Fig. 1: run 1, clock distribution
(1.5 px per um)
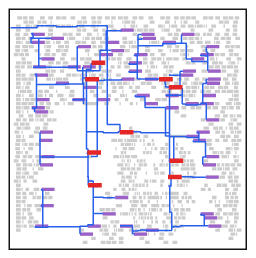
Fig. 2: run 1, placed cells, one colour a class
(1.5 px per um)
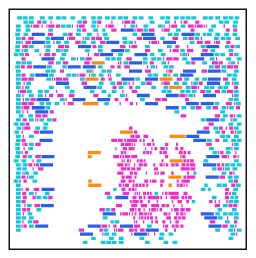
Fig. 3: run 1, placement view
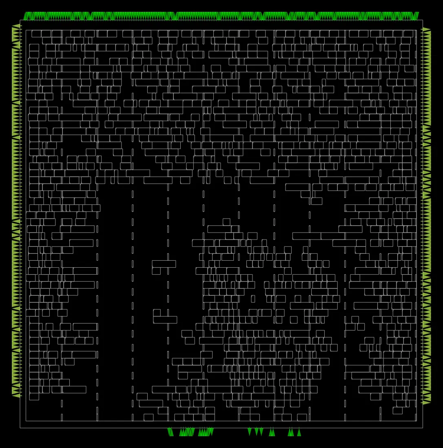
`config.mk`:
```
export PLATFORM = sky130hd
export DESIGN_NAME = cardinal_output_arbiter_flat
export DESIGN_NICKNAME = d
export VERILOG_FILES = /design/src/rtl/cardinal_output_arbiter_pkg.sv /design/src/rtl/cardinal_output_arbiter_if.sv /design/src/rtl/cardinal_output_arbiter_rr_arbiter.sv /design/src/rtl/cardinal_output_arbiter.sv /design/src/flat_wrapper.sv
export SDC_FILE = /design/constraint.sdc
export NUM_CORES = 1
export LEC_CHECK = 0
export CORE_AREA = 2 2 155 157
export CTS_CLUSTER_DIAMETER = 120
export DETAILED_ROUTE_END_ITERATION = 10
export DIE_AREA = 0 0 157 159
export HOLD_SLACK_MARGIN = 0.12
export PLACE_DENSITY = 0.64
export SETUP_SLACK_MARGIN = 0.2
export SYNTH_ARGS = -nofsm -noshare
export SYNTH_HDL_FRONTEND = slang
export SYNTH_SLANG_ARGS = --single-unit
```
`constraint.sdc`:
```
create_clock -name clk -period 10.95 [get_ports clk]
set_clock_uncertainty 0.2 [all_clocks]
set_input_delay 2.19 -clock clk [delete_from_list [all_inputs] [get_ports clk]]
set_output_delay 2.19 -clock clk [all_outputs]
set_load 0.1 [all_outputs]
```
`src/rtl/cardinal_output_arbiter_pkg.sv`:
```
// Shared router constants: port indices, flit width, pointer width.
// Also used by routing logic and the testbench.
package cardinal_output_arbiter_pkg;

  localparam int PORT_N    = 0;
  localparam int PORT_S    = 1;
  localparam int PORT_E    = 2;
  localparam int PORT_W    = 3;
  localparam int PORT_PE   = 4;
  localparam int NUM_PORTS = 5;
  localparam int FLIT_W    = 64;
  localparam int PTR_W     = 3;

  function automatic int rr_next(
    input int k,
    input int n
  );
    return (k == n - 1) ? 0 : k + 1;
  endfunction

endpackage

```
`src/rtl/cardinal_output_arbiter_if.sv`:
```
// Request side (req/req_data/gnt) and downstream link
// (so/dout/ro) of one output-port VC controller.
interface cardinal_output_arbiter_if
  import cardinal_output_arbiter_pkg::*;
#(
  parameter int NUM_IN = NUM_PORTS,
  parameter int DW     = FLIT_W
);

  logic [NUM_IN-1:0]    req;
  logic [NUM_IN*DW-1:0] req_data;
  logic [NUM_IN-1:0]    gnt;
  logic                 so;
  logic [DW-1:0]        dout;
  logic                 ro;

  modport master (
    input  req,
    input  req_data,
    output gnt,
    output so,
    output dout,
    input  ro
  );

  modport slave (
    output req,
    output req_data,
    input  gnt,
    input  so,
    input  dout,
    output ro
  );

endinterface

```
`src/rtl/cardinal_output_arbiter_rr_arbiter.sv`:
```
// Combinational round-robin picker: first set req bit
// searching circularly upward from ptr, one-hot out.
module cardinal_output_arbiter_rr_arbiter #(
  parameter int N     = 5,
  parameter int PTR_W = 3
) (
  input  logic [N-1:0]     req,
  input  logic [PTR_W-1:0] ptr,
  input  logic             en,
  output logic [N-1:0]     gnt
);

  // walk offsets 0..N-1 from ptr; first hit wins
  always_comb begin
    int   idx;
    logic found;
    gnt   = '0;
    found = 1'b0;
    idx   = 0;
    for (int i = 0; i < N; i++) begin
      idx = int'(ptr) + i;
      if (idx >= N) idx = idx - N;
      for (int j = 0; j < N; j++) begin
        if (j == idx && en && !found && req[j]) begin
          gnt[j] = 1'b1;
          found  = 1'b1;
        end
      end
    end
  end

endmodule

```
`src/rtl/cardinal_output_arbiter.sv`:
```
// Per-output, per-VC controller: round-robin grant in the
// internal phase into a 1-deep buffer, so/ro drain in external.
module cardinal_output_arbiter #(
  parameter int NUM_IN =
    cardinal_output_arbiter_pkg::NUM_PORTS,
  parameter int DW =
    cardinal_output_arbiter_pkg::FLIT_W,
  parameter int PTR_W =
    cardinal_output_arbiter_pkg::PTR_W
) (
  input  logic             clk,
  input  logic             reset,
  input  logic             phase_internal,
  input  logic             phase_external,
  cardinal_output_arbiter_if.master bus,
  output logic             full,
  output logic [PTR_W-1:0] rr_ptr
);

  import cardinal_output_arbiter_pkg::*;

  logic             grant_en;
  logic [NUM_IN-1:0] gnt;
  logic [PTR_W-1:0] gnt_idx;
  logic [DW-1:0]    gnt_data;
  logic [DW-1:0]    buf_data;
  logic             fill;
  logic             drain;

  // reset gates the grant so gnt drops without a clock edge
  assign grant_en = reset & phase_internal
                  & ~phase_external & ~full
                  & (|bus.req);

  cardinal_output_arbiter_rr_arbiter #(
    .N     (NUM_IN),
    .PTR_W (PTR_W)
  ) u_rr (
    .req (bus.req),
    .ptr (rr_ptr),
    .en  (grant_en),
    .gnt (gnt)
  );

  // encode the one-hot grant and mux the winning flit
  always_comb begin
    gnt_idx  = '0;
    gnt_data = '0;
    for (int i = 0; i < NUM_IN; i++) begin
      if (gnt[i]) begin
        gnt_idx  = PTR_W'(i);
        gnt_data = bus.req_data[i*DW +: DW];
      end
    end
  end

  assign fill     = |gnt;
  assign bus.so   = full & phase_external;
  assign bus.dout = buf_data;
  assign bus.gnt  = gnt;
  assign drain    = bus.so & bus.ro;

  // buffer, full flag and priority pointer
  always_ff @(posedge clk or negedge reset) begin
    if (!reset) begin
      full     <= 1'b0;
      buf_data <= '0;
      rr_ptr   <= '0;
    end else if (fill) begin
      full     <= 1'b1;
      buf_data <= gnt_data;
      rr_ptr   <= PTR_W'(rr_next(int'(gnt_idx), NUM_IN));
    end else if (drain) begin
      full     <= 1'b0;
    end
  end

endmodule

```
`src/flat_wrapper.sv`:
```
// flat-port wrapper written by rule: the top's interface ports become plain ports
module cardinal_output_arbiter_flat import cardinal_output_arbiter_pkg::*;
#(
  parameter int NUM_IN =
    cardinal_output_arbiter_pkg::NUM_PORTS,
  parameter int DW =
    cardinal_output_arbiter_pkg::FLIT_W,
  parameter int PTR_W =
    cardinal_output_arbiter_pkg::PTR_W
)
  (clk, reset, phase_internal, phase_external, full, rr_ptr, bus_req, bus_req_data, bus_gnt, bus_so, bus_dout, bus_ro);
  cardinal_output_arbiter_if #(.NUM_IN(NUM_IN), .DW(DW)) bus_i ();
  input  logic clk;
  input  logic reset;
  input  logic phase_internal;
  input  logic phase_external;
  output logic full;
  output logic [PTR_W-1:0] rr_ptr;
  input wire logic [$bits(bus_i.req)-1:0] bus_req;
  input wire logic [$bits(bus_i.req_data)-1:0] bus_req_data;
  output wire logic [$bits(bus_i.gnt)-1:0] bus_gnt;
  output wire logic [$bits(bus_i.so)-1:0] bus_so;
  output wire logic [$bits(bus_i.dout)-1:0] bus_dout;
  input wire logic [$bits(bus_i.ro)-1:0] bus_ro;
  assign bus_i.req = bus_req;
  assign bus_i.req_data = bus_req_data;
  assign bus_gnt = bus_i.gnt;
  assign bus_so = bus_i.so;
  assign bus_dout = bus_i.dout;
  assign bus_i.ro = bus_ro;
  cardinal_output_arbiter #(.NUM_IN(NUM_IN), .DW(DW), .PTR_W(PTR_W)) u_core (.clk(clk), .reset(reset), .phase_internal(phase_internal), .phase_external(phase_external), .bus(bus_i), .full(full), .rr_ptr(rr_ptr));
endmodule
```
==> impl_metrics.env, run 1 <==
# flow metrics
export IMPL_lay_top_cells="clkdlybuf4s50_1 (401), nand2_1 (83), nor2_1 (82), dfrtp_1 (68), a221oi_1 (64)"
export IMPL_largest_register_ffs=64
export IMPL_placed_area_um2=10200
export IMPL_grt_pass1_wl_um=46400
export IMPL_holdPathEnd="u_core.full"
export IMPL_ys_flops=68
export IMPL_netlist_area_um2=6080
export IMPL_pg_comb_mw=2.42
export IMPL_die_height_um=159
export IMPL_final_common_cell="clkdlybuf4s50_1"
export IMPL_path_common_cell="ha_1"
export IMPL_min_path_type="reg -> reg"
export IMPL_wl_met2_um=15100
export IMPL_wl_um=31900
export IMPL_comb_cell_share_pct=37.7
export IMPL_grt_busiest_layer="met2"
export IMPL_status="finished, final reports clean"
export IMPL_clk_pin_slew_ns=0.06
export IMPL_syn_num_nets=1026
export IMPL_bufAreaShareNonClock_pct=38.8
export IMPL_hold_path_depth=1
export IMPL_use_met1_pct=30.2
export IMPL_maxPowerGroup="combinational logic"
export IMPL_synthesis_instances=681
export IMPL_holdCritStartpoint="u_core.full"
export IMPL_worstSetupStartpoint="u_core.rr_ptr[0]"
export IMPL_r2r_start="u_core.rr_ptr[0]"
export IMPL_cts_tree="built"
export IMPL_log_warning_count=36
export IMPL_hold_viol=0
export IMPL_seq_power_share_pct=15.1
export IMPL_cts_buffer_depth=2
export IMPL_post_cts_repair_setup_buffers=0
export IMPL_cts_root_buffer="clkbuf_16"
export IMPL_wl_met3_um=2770
export IMPL_die_area_um2=25000
export IMPL_vias=7408
export IMPL_endpoint="bus_gnt[4]"
export IMPL_clk_share_pct=3.01
export IMPL_io_buffers=403
export IMPL_cts_max_level=3
export IMPL_comb_area_um2=3980
export IMPL_coreArea_um2=23200
export IMPL_fa_ha_area_share_pct=3.21
export IMPL_dp_hpwl_um=23500
export IMPL_grt_usage_pct=24.7
export IMPL_hold_ws_ns=0.320
export IMPL_crit_required_ns=8.56
export IMPL_clkSinkCount=68
export IMPL_swShare_pct=57.8
export IMPL_finalCritPeriodShare_pct=82.3
export IMPL_nMultiInputCombCells=530
export IMPL_max_cap_violations=0
export IMPL_met1Wirelength_um=12900
export IMPL_n_antenna_cell=2
export IMPL_initial_utilization_pct=26.2
export IMPL_top_area_cell="dfrtp_1"
export IMPL_final_area_um2=10600
export IMPL_areaGrowthSynthToFinish_pct=73.8
export IMPL_common_cells="nand2_1 (83), nor2_1 (82), dfrtp_1 (68)"
export IMPL_ys_cells=681
export IMPL_ant_nets=0
export IMPL_arrival_ns=6.62
export IMPL_slowest_stage="clkdlybuf4s50_1"
export IMPL_most_common_cell="nand2_1"
export IMPL_grt_max_degree=68
export IMPL_clk_power_mw=0.324
export IMPL_drt_iter0_drc=572
export IMPL_setup_violations=0
export IMPL_top_area_share_pct=28.0
export IMPL_edf_count=0
export IMPL_pg_seq_mw=0.489
export IMPL_tightest_slew_ns=1.10
export IMPL_max_clock_freq_mhz=111
export IMPL_grt_pass1_vias=7346
export IMPL_total_power_mw=3.23
export IMPL_synth_seq_share_pct=28.0
export IMPL_fin_tns_setup_ns=0
export IMPL_largest_cell_class="buffers"
export IMPL_timing_critical_path_from_type="register"
export IMPL_ys_sh_mux_pct=1.87
export IMPL_crit_path_max_fanout=34
export IMPL_register_area_um2=1700
Notes on Fig. 1 above:
flip-flops: shown in purple, count 68. clock wires: shown in blue, length 1390 um. clock-net drivers: shown in red, count 9.
There are 10 routed clock nets.
Clk pwr share: 10.0%
Insertion Delay late pin: 0.34 ns

Notes on Fig. 2 above:
clock drivers and dummy loads: shown in orange, cells 16, share of their area 3.1%. sequential cells: shown in blue, cells 68, share of their area 17%. remaining logic cells: shown in magenta, cells 544, share of their area 40%. remaining buffers and delay cells: shown in cyan, cells 413, share of their area 40%.

Notes on Fig. 3 above:
seq_cells: 68
Fillers: 2277
Tap Count: 319

--- run 2 (diff from run 1) ---
--- a/config.mk
+++ b/config.mk
@@ -5,12 +5,12 @@
 export SDC_FILE = /design/constraint.sdc
 export NUM_CORES = 1
 export LEC_CHECK = 0
-export CORE_AREA = 2 2 155 157
+export CORE_AREA = 2 2 157 159
 export CTS_CLUSTER_DIAMETER = 120
 export DETAILED_ROUTE_END_ITERATION = 10
-export DIE_AREA = 0 0 157 159
+export DIE_AREA = 0 0 159 161
 export HOLD_SLACK_MARGIN = 0.12
-export PLACE_DENSITY = 0.64
+export PLACE_DENSITY = 0.62
 export SETUP_SLACK_MARGIN = 0.2
 export SYNTH_ARGS = -nofsm -noshare
 export SYNTH_HDL_FRONTEND = slang
==> constraint.sdc (replaced) <==
create_clock -name clk -period 9 [get_ports clk]
set_clock_uncertainty 0.2 [all_clocks]
set_input_delay 1.8 -clock clk [delete_from_list [all_inputs] [get_ports clk]]
set_output_delay 1.8 -clock clk [all_outputs]
set_load 0.1 [all_outputs]
Fig. 4: run 2, clock distribution
(1.5 px per um)
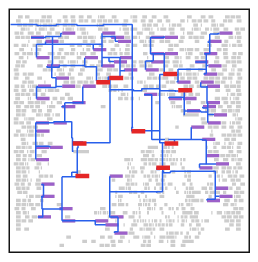
Clk pwr share: 10.2%
Power Clock: 0.403 mW

==> impl_metrics.env, run 2 <==
# flow metrics
export IMPL_r2r_start="u_core.rr_ptr[0]"
export IMPL_initial_utilization_pct=25.4
export IMPL_areaGrowthSynthToFinish_pct=74.5
export IMPL_holdCritStartpoint="u_core.bus.dout[20]"
export IMPL_synth_seq_share_pct=28.0
export IMPL_netlist_area_um2=6080
export IMPL_cts_tree="built"
export IMPL_comb_area_um2=3980
export IMPL_worstSetupStartpoint="u_core.rr_ptr[0]"
export IMPL_final_common_cell="clkdlybuf4s50_1"
export IMPL_maxPowerGroup="combinational logic"
export IMPL_ant_nets=0
export IMPL_use_met1_pct=29.0
export IMPL_grt_pass1_wl_um=46400
export IMPL_coreArea_um2=24000
export IMPL_met1Wirelength_um=12700
export IMPL_top_area_share_pct=28.0
export IMPL_n_fill_cell=2369
export IMPL_nMultiInputCombCells=530
export IMPL_clk_share_pct=3.06
export IMPL_top_area_cell="dfrtp_1"
export IMPL_pg_comb_mw=2.95
export IMPL_max_clock_freq_mhz=135
export IMPL_slowest_stage="dfrtp_1"
export IMPL_common_cells="nand2_1 (83), nor2_1 (82), dfrtp_1 (68)"
export IMPL_max_cap_violations=0
export IMPL_clk_insertion_delay_late_ns=0.34
export IMPL_ys_sh_mux_pct=1.87
export IMPL_syn_num_nets=1026
export IMPL_io_buffers=403
export IMPL_total_power_mw=3.95
export IMPL_cts_max_level=3
export IMPL_n_antenna_cell=3
export IMPL_largest_cell_class="buffers"
export IMPL_clk_pin_slew_ns=0.07
export IMPL_cts_root_buffer="clkbuf_16"
export IMPL_ff_count=68
export IMPL_grt_max_degree=68
export IMPL_dp_hpwl_um=23200
export IMPL_setup_violations=0
export IMPL_drt_iter0_drc=613
export IMPL_wl_met3_um=2640
export IMPL_comb_cell_share_pct=37.6
export IMPL_clkSinkCount=68
export IMPL_die_area_um2=25600
export IMPL_die_height_um=161
export IMPL_fin_tns_setup_ns=0
export IMPL_placed_area_um2=10300
export IMPL_grt_pass1_vias=7312
export IMPL_arrival_ns=5.43
export IMPL_pg_seq_mw=0.599
export IMPL_ys_flops=68
export IMPL_vias=7309
export IMPL_grt_usage_pct=23.6
export IMPL_hold_ws_ns=0.352
export IMPL_holdPathEnd="u_core.bus.dout[20]"
export IMPL_grt_busiest_layer="met2"
export IMPL_lay_top_cells="clkdlybuf4s50_1 (397), nand2_1 (83), nor2_1 (82), dfrtp_1 (68), a221oi_1 (64)"
export IMPL_crit_path_max_fanout=34
export IMPL_status="finished, final reports clean"
export IMPL_nWellTaps=324
export IMPL_ys_cells=681
export IMPL_largest_register_ffs=64
export IMPL_final_area_um2=10600
export IMPL_hold_path_depth=1
export IMPL_path_common_cell="ha_1"
export IMPL_cts_buffer_depth=2
export IMPL_antenna_found_initial=10
export IMPL_wl_met2_um=14900
export IMPL_register_area_um2=1700
export IMPL_crit_required_ns=7.00
export IMPL_bufAreaShareNonClock_pct=38.9
export IMPL_edf_count=0
--- run 3 (diff from run 2) ---
==> constraint.sdc (replaced) <==
create_clock -name clk -period 7.36 [get_ports clk]
set_clock_uncertainty 0.2 [all_clocks]
set_input_delay 1.472 -clock clk [delete_from_list [all_inputs] [get_ports clk]]
set_output_delay 1.472 -clock clk [all_outputs]
set_load 0.1 [all_outputs]
Fig. 5: run 3, placement view
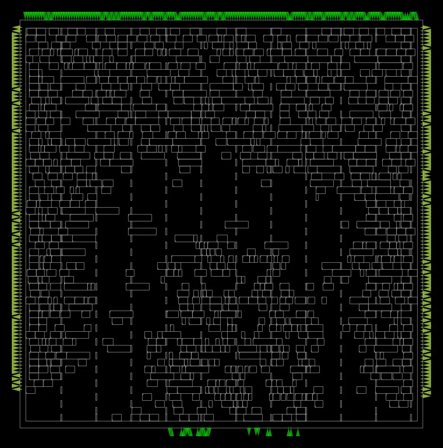
Seq area share: 15.9%
Cell Count, Final, Fillers Out: 1374
Tap Count: 324

==> impl_metrics.env, run 3 <==
# flow metrics
export IMPL_holdCritStartpoint="u_core.full"
export IMPL_top_area_cell="dfrtp_1"
export IMPL_top_area_share_pct=28.0
export IMPL_min_path_type="reg -> reg"
export IMPL_clk_power_mw=0.514
export IMPL_nMultiInputCombCells=530
export IMPL_tightest_slew_ns=1.16
export IMPL_timing_critical_path_from_type="register"
export IMPL_wl_met2_um=15600
export IMPL_grt_pass1_vias=7501
export IMPL_vias=7441
export IMPL_clk_insertion_delay_late_ns=0.35
export IMPL_grt_usage_pct=24.6
export IMPL_initial_utilization_pct=25.4
export IMPL_setup_violations=0
export IMPL_seq_power_share_pct=14.5
export IMPL_clk_share_pct=3.12
export IMPL_arrival_ns=4.56
export IMPL_maxPowerGroup="combinational logic"
export IMPL_clk_pin_slew_ns=0.07
export IMPL_edf_count=0
export IMPL_holdPathEnd="u_core.full"
export IMPL_swShare_pct=57.7
export IMPL_hold_viol=0
export IMPL_max_cap_violations=0
export IMPL_common_cells="nand2_1 (83), nor2_1 (82), dfrtp_1 (68)"
export IMPL_log_warning_count=36
export IMPL_lay_top_cells="clkdlybuf4s50_1 (397), nand2_1 (83), nor2_1 (82), dfrtp_1 (68), a221oi_1 (64)"
export IMPL_n_fill_cell=2423
export IMPL_worstSetupStartpoint="u_core.rr_ptr[1]"
export IMPL_grt_busiest_layer="met2"
export IMPL_syn_num_nets=1026
export IMPL_die_area_um2=25600
export IMPL_cts_root_buffer="clkbuf_16"
export IMPL_path_common_cell="ha_1"
export IMPL_post_cts_repair_setup_buffers=0
export IMPL_antenna_found_initial=7
export IMPL_dp_hpwl_um=24100
export IMPL_ys_sh_mux_pct=1.87
export IMPL_p_clk_share_pct=10.5
export IMPL_r2r_start="u_core.rr_ptr[1]"
export IMPL_final_common_cell="clkdlybuf4s50_1"
export IMPL_pg_seq_mw=0.708
export IMPL_status="finished, final reports clean"
export IMPL_endpoint="bus_gnt[2]"
export IMPL_pg_comb_mw=3.67
export IMPL_drt_iter0_drc=553
export IMPL_clkSinkCount=68
export IMPL_grt_pass1_wl_um=47900
export IMPL_die_height_um=161
export IMPL_ant_nets=0
export IMPL_fa_ha_area_share_pct=3.21
export IMPL_n_antenna_cell=1
export IMPL_ff_count=68
export IMPL_wl_met3_um=2890
export IMPL_crit_required_ns=5.69
Power and IR drop assume default switching activity.
